**Run 1: gate families picked out**

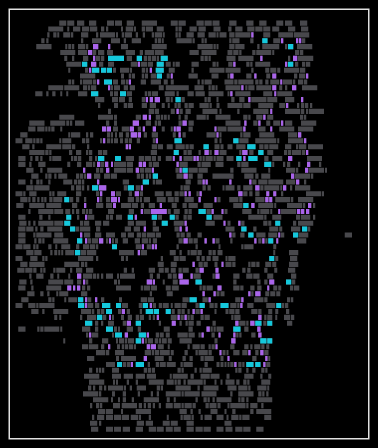
**Run 1: I/O pins on the die edge**

Bar = 50 um. Pins as bars across the die edge, other pins in gray.
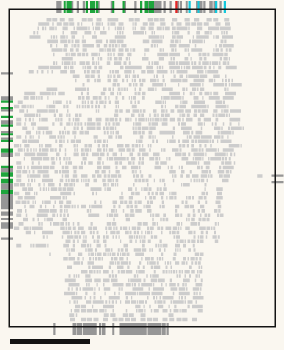
**Run 1: clock routing**

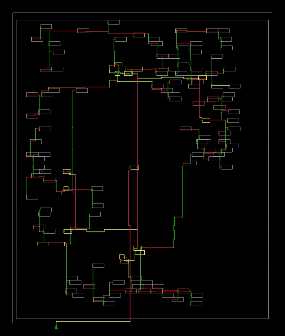
$ cat src/rtl/mouse_proximity_tracker.sv
// mouse_proximity_tracker: per-frame scan of object positions against the latched mouse with hysteresis
// Ports: clk/rst (sync, active-high); start requests a scan; x_mouse/y_mouse signed Q20.12 mouse;
// obj_idx addresses the object store, obj_x/obj_y return one cycle later; busy during FETCH/EVAL;
// done pulses when close_mask/dir_mask/any_close/nearest_idx take the new scan's results.
module mouse_proximity_tracker #(
  parameter int N_OBJ     = 4,
  parameter int FRAC_BITS = 12,
  parameter int RADIUS    = 20,
  parameter int HYST      = 4,
  parameter int IDX_W     = N_OBJ > 1 ? $clog2(N_OBJ) : 1
) (
  input  logic             clk,
  input  logic             rst,
  input  logic             start,
  input  logic [31:0]      x_mouse,
  input  logic [31:0]      y_mouse,
  output logic [IDX_W-1:0] obj_idx,
  input  logic [31:0]      obj_x,
  input  logic [31:0]      obj_y,
  output logic             busy,
  output logic             done,
  output logic [N_OBJ-1:0] close_mask,
  output logic [N_OBJ-1:0] dir_mask,
  output logic             any_close,
  output logic [IDX_W-1:0] nearest_idx
);
  typedef enum logic [1:0] {IDLE, FETCH, EVAL, DONE} state_t;
  localparam logic [IDX_W-1:0] LAST  = IDX_W'(N_OBJ - 1);
  localparam logic [31:0]      R_IN  = 32'(RADIUS);
  localparam logic [31:0]      R_OUT = 32'(RADIUS + HYST);
  localparam logic [32:0]      SAT   = 33'h0_7FFF_FFFF;
  state_t state_q, state_d;
  logic [IDX_W-1:0] i_q, near_sh_q, near_sh_d, near_q;
  logic [31:0] xm_q, ym_q, min_q, min_d, axi, ayi, d, thr;
  logic [N_OBJ-1:0] close_sh_q, close_sh_d, dir_sh_q, dir_sh_d, close_q, dir_q;
  logic found_q, found_d, any_q, hit, take, last, accept, eval;
  logic [32:0] dx, dy, ax, ay;
  assign last   = i_q == LAST;
  assign accept = start && (state_q == IDLE || state_q == DONE);
  assign eval   = state_q == EVAL;
  always_ff @(posedge clk)
    if (rst) state_q <= IDLE;
    else     state_q <= state_d;
  always_comb
    state_d = state_q == FETCH ? EVAL :
              state_q == EVAL  ? (last ? DONE : FETCH) :
              start            ? FETCH : IDLE;
  always_comb begin
    busy = state_q == FETCH || state_q == EVAL;
    done = state_q == DONE;
  end
  // 33-bit differences cannot wrap; magnitudes saturate before dropping the fraction
  always_comb begin
    dx = {obj_x[31], obj_x} - {xm_q[31], xm_q};
    dy = {ym_q[31], ym_q} - {obj_y[31], obj_y};
    ax = dx[32] ? -dx : dx;
    ay = dy[32] ? -dy : dy;
    axi = (ax > SAT ? 32'h7FFF_FFFF : ax[31:0]) >> FRAC_BITS;
    ayi = (ay > SAT ? 32'h7FFF_FFFF : ay[31:0]) >> FRAC_BITS;
    d = axi > ayi ? axi : ayi;
    thr = close_q[i_q] ? R_OUT : R_IN;
    hit = axi < thr && ayi < thr;
    close_sh_d = close_sh_q;
    close_sh_d[i_q] = hit;
    dir_sh_d = dir_sh_q;
    dir_sh_d[i_q] = dx[32];
    take = hit && (!found_q || d < min_q);
    found_d = found_q | hit;
    near_sh_d = take ? i_q : near_sh_q;
    min_d = take ? d : min_q;
  end
  always_ff @(posedge clk)
    if (rst) begin
      i_q <= '0;
      xm_q <= '0;
      ym_q <= '0;
      close_sh_q <= '0;
      dir_sh_q <= '0;
      found_q <= 1'b0;
      near_sh_q <= '0;
      min_q <= '0;
      close_q <= '0;
      dir_q <= '0;
      any_q <= 1'b0;
      near_q <= '0;
    end else if (accept) begin
      i_q <= '0;
      xm_q <= x_mouse;
      ym_q <= y_mouse;
      close_sh_q <= '0;
      dir_sh_q <= '0;
      found_q <= 1'b0;
      near_sh_q <= '0;
      min_q <= '0;
    end else if (eval) begin
      close_sh_q <= close_sh_d;
      dir_sh_q <= dir_sh_d;
      found_q <= found_d;
      near_sh_q <= near_sh_d;
      min_q <= min_d;
      if (!last) i_q <= i_q + IDX_W'(1);
      else begin
        close_q <= close_sh_d;
        dir_q <= dir_sh_d;
        any_q <= |close_sh_d;
        near_q <= near_sh_d;
      end
    end
  assign obj_idx     = i_q;
  assign close_mask  = close_q;
  assign dir_mask    = dir_q;
  assign any_close   = any_q;
  assign nearest_idx = near_q;
endmodule

$ cat config.mk
export PLATFORM = sky130hd
export DESIGN_NAME = mouse_proximity_tracker
export DESIGN_NICKNAME = d
export VERILOG_FILES = /design/src/rtl/mouse_proximity_tracker.sv
export SDC_FILE = /design/constraint.sdc
export NUM_CORES = 1
export LEC_CHECK = 0
export CAP_MARGIN = 20
export CORE_ASPECT_RATIO = 1.2
export CORE_MARGIN = 2
export CORE_UTILIZATION = 35
export CTS_BUF_LIST = sky130_fd_sc_hd__clkbuf_8
export DETAILED_ROUTE_END_ITERATION = 10
export PLACE_DENSITY = 0.65
export SYNTH_ARGS = -nofsm -noshare
export SYNTH_HDL_FRONTEND = slang
export SYNTH_SLANG_ARGS = --single-unit
$ cat constraint.sdc
create_clock -name clk -period 15.77 [get_ports clk]
set_input_delay 1.577 -clock clk [delete_from_list [all_inputs] [get_ports clk]]
set_output_delay 1.577 -clock clk [all_outputs]
set_load 0.1 [all_outputs]
==> run_results.csv, run 1 <==
group,metric,value,unit
placed_design,post-dp-hpwl,25.76,mm
pwr,pwr-share-clk,0.173,
setup_path,reg2regPathDepth,38,
cells_and_area,buffers,154,
sta,finalClockPeriodUsage,0.6944,
detailed_routing,dr.pass1.iters,5,
setup_path,path_depth,40,
cells_and_area,lay_top_cells,"241 x nand2_1, 197 x a21oi_1, 144 x clkdlybuf4s50_1",
detailed_routing,ant_nets,0,
min_path,hold_path.class,"reg2reg",
setup_path,worstPathArrival,11270,ps
min_path,hold_path_depth,2,
setup_path,crit_buf_inv,4,
yosys,ys_sh_adder,0.1326,
floorplan,taps,396,
sta,maxSlewHeadroom,0.2998,
placed_design,dp_cells,2050,
yosys,ys_area,10960,um2
cells_and_area,largest_registers,"xm_q (32), ym_q (32), min_q (20)",
detailed_routing,via_per_inst,5.466,
placed_design,place.gp.congestion,0.9209,
yosys,aoi_share,0.2710,
setup_path,critPathKind,"in2reg",
cells_and_area,diodes,0,
global_route,met3_usage,0.01885,
min_path,hold_end,"xm_q[6]",
yosys,yosys.area_share.xor_xnor,0.05505,
cells_and_area,largest_class,"logic gates",
global_route,grt_max_degree,79,
pwr,switching_share,0.4455,
clocking,ctsResizeCount,0,
min_path,hold_start,"xm_q[6]",
detailed_routing,drc,0,
setup_path,r2r_end,"min_q[1]",
yosys,edf_count,0,
clocking,cts_setup_buffers,0,
pwr,ir_worst_vdd,50.16,uV
placed_design,dp_slack,4091,ps
yosys,avgSynthCellArea,6.969,um2
global_route,grt_remaining_overflow,0,
setup_path,crit_path_start,"obj_x[0]",
global_route,met1_usage,0.2614,
setup_path,slowest_delay,780,ps
pwr,comb_power,0.638,mW
sta,final_max_slew_viol_count,0,
clocking,cts_inserted_buffers,9,
clocking,cts_buffer_depth,2,
flow_run,cap_violations,0,
yosys,synth_top_area_share,0.1974,
detailed_routing,drt_iter0_markers,569,
floorplan,rows,70,
global_route,antenna_found_initial,0,
clocking,cts_hold_buf,0,
global_route,track_usage,0.1958,
sta,finalHoldViolCount,0,
yosys,ys_cells,1572,
setup_path,rrSetupSlack,6140,ps
detailed_routing,dr_wl_met2,15.32,mm
yosys,top_cells_by_area,"dfxtp_1 20%, ha_1 13%, a21oi_1 9.0%, nand2_1 8.3%, nor2_1 4.7%",
global_route,use_met2,0.3333,
detailed_routing,vias,11290,
yosys,yosys_warnings,0,
yosys,flop_cell,"dfxtp_1",
floorplan,initCoreUtil,0.3574,
detailed_routing,wl_met3,1.011,mm
cells_and_area,nMultiInputCombCells,1278,
yosys,synthCells,1572,
pwr,comb_power_share,0.568,
detailed_routing,wl_per_cell,15.48,um
floorplan,core_area,30650,um2
sta,timing.fmax,0.09132,GHz
sta,worst_slack,4820,ps
cells_and_area,drive_above_1_share,0.03353,
yosys,async_reset_ff_frac,0,
clocking,clockRootBuffer,"clkbuf_8",
run_status,status,"completed",
setup_path,crit_path_frequent_cell,"o21ai_0",
sta,fin_setup_tns,0,ps
setup_path,crit_fanout,31,
Notes on 'gate families picked out' above:
legend:
  cyan:
    family: AND-OR and OR-AND gates
    cells: 85
    most_used: a21o_1
  purple:
    family: NOR gates
    cells: 220
    most_used: nor2_1
Final Instance Count excl. Fillers: 2,066
logic share of the area: 0.6251
most numerous logic cell after layout: nand2_1

Notes on 'I/O pins on the die edge' above:
legend:
  red:
    port: `start`
    pins: 1
    direction: input
    edge: north
  cyan:
    port: `dir_mask`
    pins: 4
    direction: output
    edge: north
  green:
    port: `obj_y`
    pins: 32
    direction: input
    edge: 17 north, 15 west
die width: 165.5 um
PortBufs: 145
Die H: 197.8 um

Notes on 'clock routing' above:
skew final: 10.84 ps
Late-Pin Clk Latency: 420 ps

==> run 2: changes to the inputs <==
- PLACE_DENSITY: 0.65 -> 0.67
- clock period: 15.77 -> 9 ns (I/O delays scaled with it)
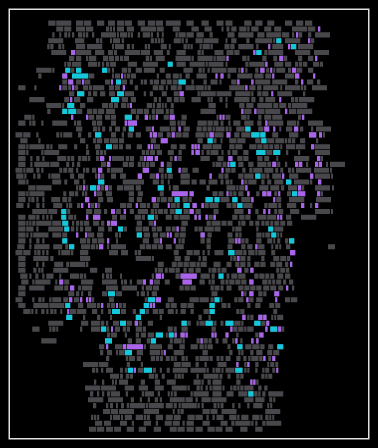
**Above:** run 2 (gate families picked out).
legend:
  purple:
    family: NOR gates
    cells: 220
    most_used: nor2_1
  cyan:
    family: AND-OR and OR-AND gates
    cells: 85
    most_used: a21o_1

==> run 2 against run 1 <==
Synthesized cell count did not move. Highest routed layer unchanged. Critical endpoint is now min_q[9]. Register-to-register slack got worse by 5200 ps. Critical path depth fell by 3.
==> run_results.csv, run 2 <==
group,metric,value,unit
clocking,cts_hold_buf,0,
yosys,ys_sh_adder,0.1326,
sta,final_max_slew_viol_count,0,
setup_path,crit_path_frequent_cell,"buf_4",
floorplan,taps,396,
yosys,ys_cells,1572,
setup_path,worstPathArrival,9020,ps
sta,finalHoldViolCount,0,
floorplan,die_x,165.5,um
placed_design,place.gp.congestion,0.9617,
detailed_routing,vias,11950,
sta,maxSlewHeadroom,0.3288,
setup_path,critPathKind,"in2reg",
yosys,yosys.area_share.xor_xnor,0.05505,
yosys,edf_count,0,
setup_path,crit_fanout,15,
yosys,async_reset_ff_frac,0,
global_route,antenna_found_initial,0,
min_path,hold_start,"xm_q[31]",
global_route,track_usage,0.2044,
pwr,comb_power,1.34,mW
detailed_routing,drc,0,
yosys,flop_cell,"dfxtp_1",
setup_path,r2r_end,"min_q[9]",
yosys,synth_top_area_share,0.1974,
floorplan,fp.dieH,197.8,um
yosys,top_cells_by_area,"dfxtp_1 20%, ha_1 13%, a21oi_1 9.0%, nand2_1 8.3%, nor2_1 4.7%",
global_route,grt_remaining_overflow,0,
detailed_routing,drt_iter0_markers,633,
floorplan,ioPinCount,146,
yosys,aoi_share,0.2710,
sta,finalClockPeriodUsage,0.9644,
detailed_routing,wl_met3,1.275,mm
clocking,clk-insertion-delay-late,430,ps
setup_path,reg2regPathDepth,37,
detailed_routing,ant_nets,0,
pwr,ir_worst_vdd,78.45,uV
cells_and_area,largest_class,"logic gates",
setup_path,slowest_delay,530,ps
global_route,met1_usage,0.2733,
yosys,synthCells,1572,
global_route,use_met2,0.3419,
clocking,cts_setup_buffers,0,
placed_design,dp_cells,2227,
setup_path,crit_path_start,"obj_y[2]",
cells_and_area,comb_share,0.5702,
floorplan,rows,70,
sta,setup_viol,0,
cells_and_area,lay_top_cells,"241 x nand2_1, 191 x a21oi_1, 190 x buf_4",
min_path,hold_path_depth,2,
clocking,cts_inserted_buffers,9,
cells_and_area,nMultiInputCombCells,1278,
sta,worst_slack,320.7,ps
clocking,cts_buffer_depth,2,
cells_and_area,largest_registers,"xm_q (32), ym_q (32), min_q (20)",
min_path,hold_path.class,"reg2reg",
placed_design,post-dp-hpwl,27.76,mm
sta,fin_worst_skew,28.98,ps
run_status,status,"completed",
cells_and_area,lay_top_count,"nand2_1",
yosys,ys_area,10960,um2
setup_path,crit_buf_inv,7,
pwr,comb_power_share,0.614,
floorplan,core_area,30650,um2
min_path,hold_end,"xm_q[31]",
flow_run,cap_violations,0,
clocking,ctsResizeCount,0,
detailed_routing,wl_per_cell,15.12,um
sta,fin_setup_tns,0,ps
detailed_routing,dr.pass1.iters,5,
global_route,grt_max_degree,79,
pwr,pwr-share-clk,0.152,
detailed_routing,via_per_inst,5.311,
cells_and_area,final-clk-cell-share,0.01458,
yosys,avgSynthCellArea,6.969,um2
floorplan,initCoreUtil,0.3574,
cells_and_area,instances_no_fill,2250,
pwr,switching_share,0.4342,
placed_design,dp_slack,-379.4,ps
No activity file was given, so power comes from the tool's default toggle rates.
